### config.mk
export PLATFORM = sky130hd
export DESIGN_NAME = sb_tx_msg_queue
export DESIGN_NICKNAME = d
export VERILOG_FILES = /design/src/rtl/SB_codex_pkg.sv /design/src/rtl/sb_msg_fifo.sv /design/src/rtl/sb_tx_msg_queue.sv
export SDC_FILE = /design/constraint.sdc
export NUM_CORES = 1
export LEC_CHECK = 0
export ABC_AREA = 0
export CORE_ASPECT_RATIO = 1.75
export CORE_UTILIZATION = 35
export DETAILED_ROUTE_END_ITERATION = 10
export PLACE_DENSITY = 0.52
export SKIP_LAST_GASP = 1
export SYNTH_ARGS = -nofsm -noshare
export SYNTH_HDL_FRONTEND = slang
export SYNTH_SLANG_ARGS = --single-unit
### constraint.sdc
create_clock -name clk_100MHz -period 8.4 [get_ports clk_100MHz]
set_input_delay 1.68 -clock clk_100MHz [delete_from_list [all_inputs] [get_ports clk_100MHz]]
set_output_delay 1.68 -clock clk_100MHz [all_outputs]
set_load 0.01 [all_outputs]
### src/rtl/SB_codex_pkg.sv
// Sideband message types shared by the SB_TX/SB_RX path: opcodes, header struct,
// well-known messages and the payload normalisation helpers.
package SB_codex_pkg;

    typedef enum logic [4:0] {
        MemRead_32b                      = 5'b00000,
        MemWrite_32b                     = 5'b00001,
        DMSRegRead_32b                   = 5'b00010,
        DMSRegWrite_32b                  = 5'b00011,
        ConfigRead_32b                   = 5'b00100,
        ConfigWrite_32b                  = 5'b00101,
        MemRead_64b                      = 5'b01000,
        MemWrite_64b                     = 5'b01001,
        DMSRegRead_64b                   = 5'b01010,
        DMSRegWrite_64b                  = 5'b01011,
        ConfigRead_64b                   = 5'b01100,
        ConfigWrite_64b                  = 5'b01101,
        Completion_without_Data          = 5'b10000,
        Completion_with_32b_Data         = 5'b10001,
        Message_without_Data             = 5'b10010,
        Management_Port_Msg_without_Data = 5'b10111,
        Management_Port_Msg_with_Data    = 5'b11000,
        Completion_with_64b_Data         = 5'b11001,
        Message_with_64b_Data            = 5'b11011
    } opcode_t;

    typedef struct packed {
        opcode_t     opcode;
        logic [7:0]  msg_code;
        logic [15:0] msg_info;
        logic [7:0]  msg_subcode;
    } SB_msg_t;

    localparam int SB_DATA_W = 64;

    // One queue slot: header plus the already-normalised payload.
    typedef struct packed {
        SB_msg_t               msg;
        logic [SB_DATA_W-1:0]  data;
    } sb_entry_t;

    localparam SB_msg_t SBINIT_OUT_OF_RESET = '{opcode: Message_without_Data,
        msg_code: 8'h91, msg_info: 16'h0000, msg_subcode: 8'h00};
    localparam SB_msg_t SBINIT_DONE_REQ = '{opcode: Message_without_Data,
        msg_code: 8'h95, msg_info: 16'h0000, msg_subcode: 8'h01};

    function automatic SB_msg_t reset_SB_msg();
        SB_msg_t m;
        m = '0;
        return m;
    endfunction

    function automatic logic sb_is_32b_op(opcode_t opcode);
        case (opcode)
            MemRead_32b, MemWrite_32b, DMSRegRead_32b,
            DMSRegWrite_32b, ConfigRead_32b, ConfigWrite_32b: return 1'b1;
            default:                                          return 1'b0;
        endcase
    endfunction

    // Used by the receive-side checks; normalisation only zeroes Message_without_Data.
    function automatic logic sb_has_data(opcode_t opcode);
        case (opcode)
            Completion_without_Data, Message_without_Data,
            Management_Port_Msg_without_Data:                 return 1'b0;
            default:                                          return 1'b1;
        endcase
    endfunction

    function automatic logic [SB_DATA_W-1:0] sb_norm_data(opcode_t opcode,
                                                          logic [SB_DATA_W-1:0] d);
        if (sb_is_32b_op(opcode))
            return {32'd0, d[31:0]};
        else if (opcode == Message_without_Data)
            return '0;
        else
            return d;
    endfunction

endpackage

### src/rtl/sb_msg_fifo.sv
// Generic DEPTH x W synchronous FIFO; full/empty come from the occupancy count,
// pointers wrap naturally because DEPTH is a power of two.
module sb_msg_fifo #(
    parameter int DEPTH = 4,
    parameter int W     = 8,
    parameter int CNT_W = $clog2(DEPTH) + 1
) (
    input  logic             clk,
    input  logic             rst_n,
    input  logic             flush_i,
    input  logic             wr_en_i,
    input  logic [W-1:0]     wr_data_i,
    input  logic             rd_en_i,
    output logic [W-1:0]     rd_data_o,
    output logic [CNT_W-1:0] count_o,
    output logic             full_o,
    output logic             empty_o
);

    localparam int PTR_W = (DEPTH > 1) ? $clog2(DEPTH) : 1;

    logic [W-1:0]     mem_q [DEPTH];
    logic [PTR_W-1:0] wr_ptr_q, wr_ptr_d;
    logic [PTR_W-1:0] rd_ptr_q, rd_ptr_d;
    logic [CNT_W-1:0] count_q, count_d;
    logic             wr_fire, rd_fire;

    assign full_o    = (count_q == CNT_W'(DEPTH));
    assign empty_o   = (count_q == '0);
    assign count_o   = count_q;
    assign rd_data_o = mem_q[rd_ptr_q];

    assign wr_fire = wr_en_i && !full_o && !flush_i;
    assign rd_fire = rd_en_i && !empty_o && !flush_i;

    // NOTE: every always_comb output gets a default first so no path can infer a latch.
    always_comb begin
        wr_ptr_d = wr_ptr_q;
        rd_ptr_d = rd_ptr_q;
        count_d  = count_q;
        if (flush_i) begin
            wr_ptr_d = '0;
            rd_ptr_d = '0;
            count_d  = '0;
        end else begin
            if (wr_fire) wr_ptr_d = wr_ptr_q + PTR_W'(1);
            if (rd_fire) rd_ptr_d = rd_ptr_q + PTR_W'(1);
            case ({wr_fire, rd_fire})
                2'b10:   count_d = count_q + CNT_W'(1);
                2'b01:   count_d = count_q - CNT_W'(1);
                default: count_d = count_q;
            endcase
        end
    end

    // NOTE: state registers use non-blocking assignments so every flop samples pre-edge values.
    always_ff @(posedge clk or negedge rst_n) begin
        if (!rst_n) begin
            wr_ptr_q <= '0;
            rd_ptr_q <= '0;
            count_q  <= '0;
        end else begin
            wr_ptr_q <= wr_ptr_d;
            rd_ptr_q <= rd_ptr_d;
            count_q  <= count_d;
        end
    end

    // NOTE: storage has no reset; count gates every read, so stale contents are never observed.
    always_ff @(posedge clk) begin
        if (wr_fire)
            mem_q[wr_ptr_q] <= wr_data_i;
    end

endmodule

### src/rtl/sb_tx_msg_queue.sv
// Sideband message queue feeding SB_TX: normalises payloads on entry and hands out
// one registered message per send_next request.
module sb_tx_msg_queue
    import SB_codex_pkg::*;
#(
    parameter int DEPTH = 4,
    parameter int CNT_W = $clog2(DEPTH) + 1
) (
    input  logic                 clk_100MHz,
    input  logic                 reset_n,
    input  logic                 enable_i,
    input  logic                 flush_i,
    input  logic                 push_i,
    input  SB_msg_t              msg_i,
    input  logic [SB_DATA_W-1:0] data_i,
    output logic                 full_o,
    output logic [CNT_W-1:0]     count_o,
    output logic                 overflow_o,
    input  logic                 send_next_i,
    output logic                 valid_o,
    output SB_msg_t              SB_msg_o,
    output logic [SB_DATA_W-1:0] data_o
);

    sb_entry_t            wr_entry, head_entry;
    logic                 fifo_full, fifo_empty;
    logic                 push_ok, pop;

    logic                 valid_q, valid_d;
    SB_msg_t              msg_q, msg_d;
    logic [SB_DATA_W-1:0] data_q, data_d;
    logic                 overflow_q, overflow_d;

    assign wr_entry = '{msg: msg_i, data: sb_norm_data(msg_i.opcode, data_i)};

    // Decisions use registered occupancy, so an empty queue never bypasses a same-cycle push.
    assign push_ok = push_i && !fifo_full;
    assign pop     = enable_i && send_next_i && !fifo_empty;

    sb_msg_fifo #(
        .DEPTH (DEPTH),
        .W     ($bits(sb_entry_t)),
        .CNT_W (CNT_W)
    ) u_fifo (
        .clk       (clk_100MHz),
        .rst_n     (reset_n),
        .flush_i   (flush_i),
        .wr_en_i   (push_ok),
        .wr_data_i (wr_entry),
        .rd_en_i   (pop),
        .rd_data_o (head_entry),
        .count_o   (count_o),
        .full_o    (fifo_full),
        .empty_o   (fifo_empty)
    );

    always_comb begin
        valid_d    = 1'b0;
        msg_d      = msg_q;
        data_d     = data_q;
        overflow_d = overflow_q;
        if (flush_i) begin
            overflow_d = 1'b0;
        end else begin
            if (pop) begin
                valid_d = 1'b1;
                msg_d   = head_entry.msg;
                data_d  = head_entry.data;
            end
            if (push_i && fifo_full)
                overflow_d = 1'b1;
        end
    end

    always_ff @(posedge clk_100MHz or negedge reset_n) begin
        if (!reset_n) begin
            valid_q    <= 1'b0;
            msg_q      <= reset_SB_msg();
            data_q     <= '0;
            overflow_q <= 1'b0;
        end else begin
            valid_q    <= valid_d;
            msg_q      <= msg_d;
            data_q     <= data_d;
            overflow_q <= overflow_d;
        end
    end

    assign full_o     = fifo_full;
    assign overflow_o = overflow_q;
    assign valid_o    = valid_q;
    assign SB_msg_o   = msg_q;
    assign data_o     = data_q;

endmodule
Run 1, cell area per tile:
(1.5 px per um) 18 x 31 tiles, from dark blue (low) to red (high), 0 to 100% covered.
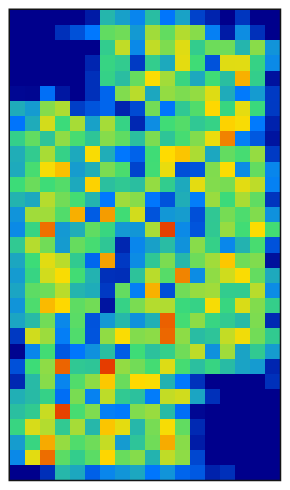
emptiest ninth of the die = bottom right
tiles over 75% full = 5.4%
mean over tiles = 41%
nearly empty tiles = 12%
core area: 0.05443 mm2
floorplan utilization: 35.58%

Run 1, routing congestion:
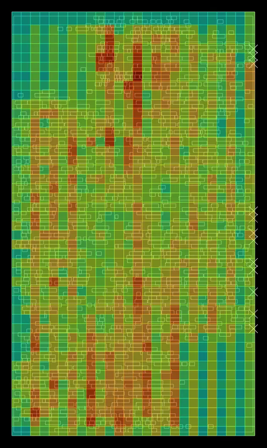
Top Usage Layer GRT: met2
Finished Core Util: 43.61%
met2 usage in global routing: 28.53%
GR Util met3: 2.382%
total global-route track usage: 15.40%

==> flow_metrics.tcl, run 1 <==
# implementation run metrics
set metrics [dict create \
    violations "DRC" \
    compound_area_share_pct 0.7559 \
    cp.depth 5 \
    status "complete, but fails checks" \
    power_mw 6.526 \
    signal_buffer_area_fraction_pct 9.365 \
    antenna_found_initial 3 \
    nets 1226 \
    drc_errors 24 \
    wl_met3_mm 1.612 \
    cp-startpoint "push_i" \
    root_buffer "clkbuf_16" \
    die_h_um 313.2 \
    cp_slowest_cell "and2_4" \
    max_slew_margin_pct 27.78 \
    pg_clk_mw 2.08 \
    drtIter0Drc 464 \
    drt-total-wl_mm 42.35 \
    placed_cells 1754 \
    worstPathBufferInverterCount 3 \
    fin_crit_sh_pct 53.93 \
    ff_type "edfxtp_1" \
    finalHoldViolCount 0 \
    timing.fmax_mhz 220.7 \
    io_buffers 213 \
    final_layout_size_suffix_gt1_share_pct 25.69 \
    finalNonFillerCells 1844 \
    async_flop_share_pct 21.40 \
    p_per_area_mw_per_mm2 274.9 \
    yosysUniqueCellTypes 42 \
    comb-cell-share_pct 17.88 \
    n_clock_buffer 74 \
    htreeDepth 2 \
    r2r_cells 5 \
    p_leak_nw 7.867 \
    clockBufferDepth 3 \
    worstPathMaxFanout 65 \
    swShare_pct 24.15 \
    fillers 4712 \
    tightest_slew_ns 1.083 \
    num-nonclk-inverters 5 \
    maxSlewViolCount 0 \
    synth_nets 993 \
    syn_inst 881 \
    simple_gate_share_pct 2.894 \
    nWellTaps 690 \
    p_sw_mw 1.576 \
    comb-power_mw 1.19 \
    lay_top_cells "edfxtp_1 (404), clkdlybuf4s50_1 (212), dfrtp_1 (108)" \
    pin_count 214 \
    cts_tree "yes" \
    synthTopLogicFamily "multiplexers" \
    power_frac_clock_pct 31.8 \
    largest_register_ffs 404 \
    place_area_mm2 0.02224 \
    required_ns 8.59 \
    common_cells "edfxtp_1 (404), dfrtp_1 (110), mux2_2 (101), mux4_2 (101), nor2b_1 (64)" \
    endpoint "u_fifo.mem_q[2][100]" \
    ys_ff 514 \
    gp_congestion 0.7066 \
    cts_resized 0 \
    synthesis.area_mm2 0.01937 \
    postCtsSetupBuffers 0 \
    stdcell_area_mm2 0.02374 \
    antenna_cells 2 \
    path_clk_slew_ns 0.06 \
    r2r-start "u_fifo.count_o[0]" \
    p_seq_mw 3.26 \
    crit_chain "clkdlybuf4s50_1 -> inv_1 -> nor3_1 -> and2_4 -> buf_4" \
    logic_gates 320 \
    flop_area_mm2 0.01489 \
    final_common_cell "edfxtp_1" \
    path_class "in2reg" \
    tool_warnings 29 \
    chipArea_mm2 0.05632 \
]
Run 1, I/O nets highlighted:
(1 px per um)
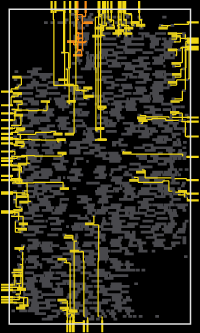
`count_o` -> orange  # bits 3, direction output, edge top, end cells 3, buffers 3, wire 213 um
`data_o` -> yellow  # bits 64, direction output, edge 25 left, 17 top, 15 right, 7 bottom, end cells 64, buffers 64, wire 3260 um

==> run 2, diff against run 1 <==
==> constraint.sdc (replaced) <==
create_clock -name clk_100MHz -period 4.7 [get_ports clk_100MHz]
set_input_delay 0.94 -clock clk_100MHz [delete_from_list [all_inputs] [get_ports clk_100MHz]]
set_output_delay 0.94 -clock clk_100MHz [all_outputs]
set_load 0.01 [all_outputs]
Run 2, metal 4:
(1.5 px per um) Supply wires on this layer in grey.
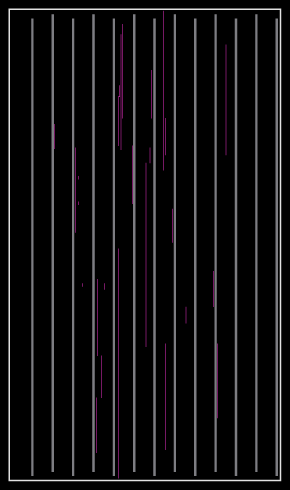
wire length on this layer = 1120 um
main direction = vertical
longest straight run = 153 um
share of all routed wire = 2.7%
nets with wire on the layer = 12

==> flow_metrics.tcl, run 2 <==
# implementation run metrics
set metrics [dict create \
    status "complete, but fails checks" \
    violations "DRC" \
    timing.fmax_mhz 307.9 \
    placed_cells 1759 \
    antenna_found_initial 4 \
    n_clock_buffer 62 \
    synth_nets 993 \
    grt_use_met3_pct 2.521 \
    p_per_area_mw_per_mm2 495.5 \
    cp.depth 3 \
    tightest_slew_ns 0.8238 \
    pg_clk_mw 3.97 \
    power_mw 11.90 \
    drtIter0Drc 498 \
    root_buffer "clkbuf_16" \
    finalNonFillerCells 1846 \
    lay_top_cells "edfxtp_1 (404), clkdlybuf4s50_1 (212), dfrtp_1 (108)" \
    comb-cell-share_pct 17.67 \
    syn_inst 881 \
    power_frac_clock_pct 33.4 \
    place_area_mm2 0.02239 \
    maxSlewViolCount 0 \
    yosysUniqueCellTypes 42 \
    wl_met3_mm 1.627 \
    endpoint "full_o" \
    max_slew_margin_pct 45.08 \
    largest_register_ffs 404 \
    fin_crit_sh_pct 69.10 \
    tool_warnings 29 \
    simple_gate_share_pct 2.894 \
    finalHoldViolCount 0 \
    signal_buffer_area_fraction_pct 9.884 \
    fillers 4686 \
    flop_area_mm2 0.01489 \
    busiest_layer "met2" \
    stdcell_area_mm2 0.02401 \
    htreeDepth 2 \
    die_h_um 313.2 \
    final_common_cell "edfxtp_1" \
    final_layout_size_suffix_gt1_share_pct 26.90 \
    comb-power_mw 2.12 \
    p_sw_mw 2.811 \
    swShare_pct 23.63 \
    ys_ff 514 \
    cts_tree "yes" \
    nWellTaps 690 \
    p_leak_nw 7.977 \
    ff_type "edfxtp_1" \
    r2r_cells 5 \
    drc_errors 12 \
    worstPathBufferInverterCount 2 \
    async_flop_share_pct 21.40 \
    pin_count 214 \
    logic_gates 320 \
    num-nonclk-inverters 5 \
    compound_area_share_pct 0.7559 \
    path_clk_slew_ns 0.07 \
    grtUsageTotal_pct 14.89 \
    drt-total-wl_mm 40.90 \
    crit_chain "or3b_1 -> inv_2 -> clkdlybuf4s50_1" \
    grt_use_met2_pct 27.33 \
    nets 1230 \
    antenna_cells 0 \
    core_mm2 0.05443 \
    io_buffers 213 \
    path_class "reg2out" \
]
Run 2, cell area per tile:
(1.5 px per um) 18 x 31 tiles, from dark blue (low) to red (high), 0 to 100% covered.
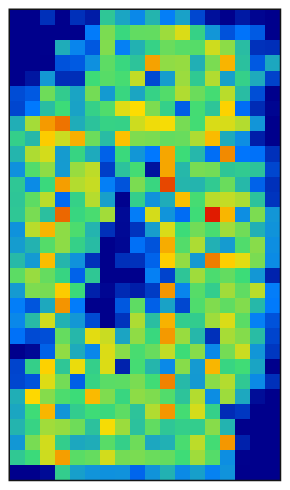
tiles over 75% full = 6.8%
nearly empty tiles = 9.7%
mean over tiles = 41%
Finished Core Util: 44.12%

==> run 3, diff against run 2 <==
==> constraint.sdc (replaced) <==
create_clock -name clk_100MHz -period 3 [get_ports clk_100MHz]
set_input_delay 0.6 -clock clk_100MHz [delete_from_list [all_inputs] [get_ports clk_100MHz]]
set_output_delay 0.6 -clock clk_100MHz [all_outputs]
set_load 0.01 [all_outputs]
Run 3, cell area per tile:
(1.5 px per um) 18 x 31 tiles, from dark blue (low) to red (high), 0 to 100% covered.
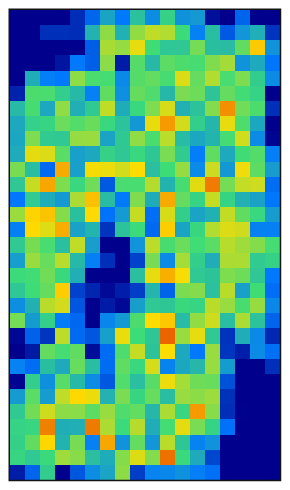
fullest tile = 89%
nearly empty tiles = 11%
mean over tiles = 42%
emptiest ninth of the die = bottom right
tiles over 75% full = 4.5%

==> flow_metrics.tcl, run 3 <==
# implementation run metrics
set metrics [dict create \
    status "complete, but fails checks" \
    violations "DRC" \
    drt-total-wl_mm 42.70 \
    fin_tns_setup_ns 0 \
    buffers 249 \
    simple_gate_share_pct 2.894 \
    crit_chain "or3b_4 -> inv_2 -> clkdlybuf4s50_1" \
    min-delay-path-class "in2async" \
    drtIter0Drc 492 \
    busiest_layer "met2" \
    insertion_delay_ns 0.57 \
    synth_nets 993 \
    startpoint_type "register" \
    rsz0062_at_grt "false" \
    final_layout_size_suffix_gt1_share_pct 26.91 \
    drt-met1-wl_mm 16.16 \
    cts-buffers-inserted 48 \
    yosysWarnings 0 \
    ys_ff 514 \
    comb_area_mm2 0.004247 \
    syn_to_final_growth_pct 25.25 \
    seqPwrFrac_pct 49.0 \
    dr.pass1.iters 7 \
    cp.depth 3 \
    finalNonFillerCells 1869 \
    wl_met3_mm 1.729 \
    gp_congestion 0.7182 \
    ff_type "edfxtp_1" \
    path_class "reg2out" \
    placed_cells 1777 \
    yosysUniqueCellTypes 42 \
    cts_tree "yes" \
    max_stage_delay_ns 0.56 \
    xor_share_pct 0.09045 \
    p_sw_mw 4.409 \
    power.group.top "sequential cells" \
    netlist.area_leader.share_pct 62.64 \
    synthesis.area_mm2 0.01937 \
    p_leak_nw 8.065 \
    comb-cell-share_pct 17.51 \
    fin_crit_sh_pct 94.31 \
    lay_top_cells "edfxtp_1 (404), clkdlybuf4s50_1 (212), dfrtp_1 (108)" \
    root_buffer "clkbuf_16" \
    place_area_mm2 0.02268 \
    tightest_slew_ns 0.7343 \
    final_common_cell "edfxtp_1" \
    fillers 4728 \
    dominant-cell-class "registers" \
    endpoint "full_o" \
    antenna_cells 1 \
    clockBufferDepth 3 \
    regMostFlops "u_fifo.mem_q" \
    dp_hpwl_mm 27.36 \
    path_clk_slew_ns 0.06 \
    core_mm2 0.05443 \
    pg_clk_mw 6.05 \
    place_ws_ns 0.3007 \
    ys_area_mm2 0.01937 \
    num_vias 9174 \
    r2r_cells 5 \
    hold_buffers 1 \
    seq_cells 514 \
    io_buffers 213 \
    vias_per_cell 4.909 \
    crit_arrival_ns 2.23 \
    p_per_area_mw_per_mm2 764.9 \
    maxCapViolations 0 \
    chipArea_mm2 0.05632 \
    grt_pass1_vias 10270 \
    flop_area_mm2 0.01489 \
    max-vdd-ir-drop_v 0.0004579 \
    setup_viol 0 \
    tool_warnings 29 \
    rr_endpoint "u_fifo.count_o[2]" \
    grt_use_met3_pct 2.568 \
    swShare_pct 23.76 \
    comb-power_mw 3.41 \
    async_flop_share_pct 21.40 \
    logic_gates 320 \
    power_mw 18.55 \
    fa_ha_area_share_pct 0.3618 \
    internal_power_mw 14.15 \
    cp-startpoint "u_fifo.count_o[1]" \
    clkCellAreaFrac_pct 6.453 \
    largest_register_ffs 404 \
    yosysSeqAreaShare_pct 76.85 \
    crit_family "buffers and inverters" \
    signal_buffer_area_fraction_pct 11.00 \
    postCtsSetupBuffers 0 \
    power_frac_clock_pct 32.6 \
    grt_max_degree 47 \
    syn_inst 881 \
    num-nonclk-inverters 5 \
    nets 1250 \
    pin_count 214 \
    setup.worst_path.end_class "output port" \
    htreeDepth 2 \
    worstPathBufferInverterCount 2 \
    combPwrFrac_pct 18.4 \
    finalHoldViolCount 0 \
    compound_area_share_pct 0.7559 \
    max_slew_margin_pct 50.27 \
    n_clock_buffer 75 \
    antenna_found_initial 4 \
    drc_errors 30 \
    die_w_um 179.8 \
    nWellTaps 690 \
    yosysTopAreaCell "edfxtp_1" \
    required_ns 2.40 \
    timing.hold.ws_ns 0.4998 \
    common_cells "edfxtp_1 (404), dfrtp_1 (110), mux2_2 (101), mux4_2 (101), nor2b_1 (64)" \
    stdcell_area_mm2 0.02426 \
    timing.fmax_mhz 353.4 \
    cp_slowest_cell "clkdlybuf4s50_1" \
    die_h_um 313.2 \
    maxSlewViolCount 0 \
]
Run 3, routing congestion:
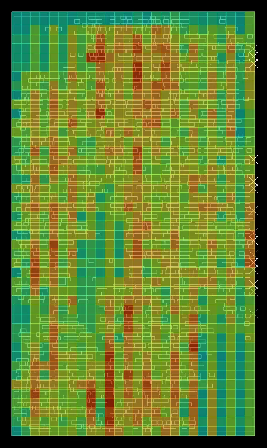
WL/cell: 22.84 um
met2 usage in global routing: 29.68%
met1 Usage GRT: 17.25%
total global-route track usage: 15.43%
Finished Core Util: 44.56%

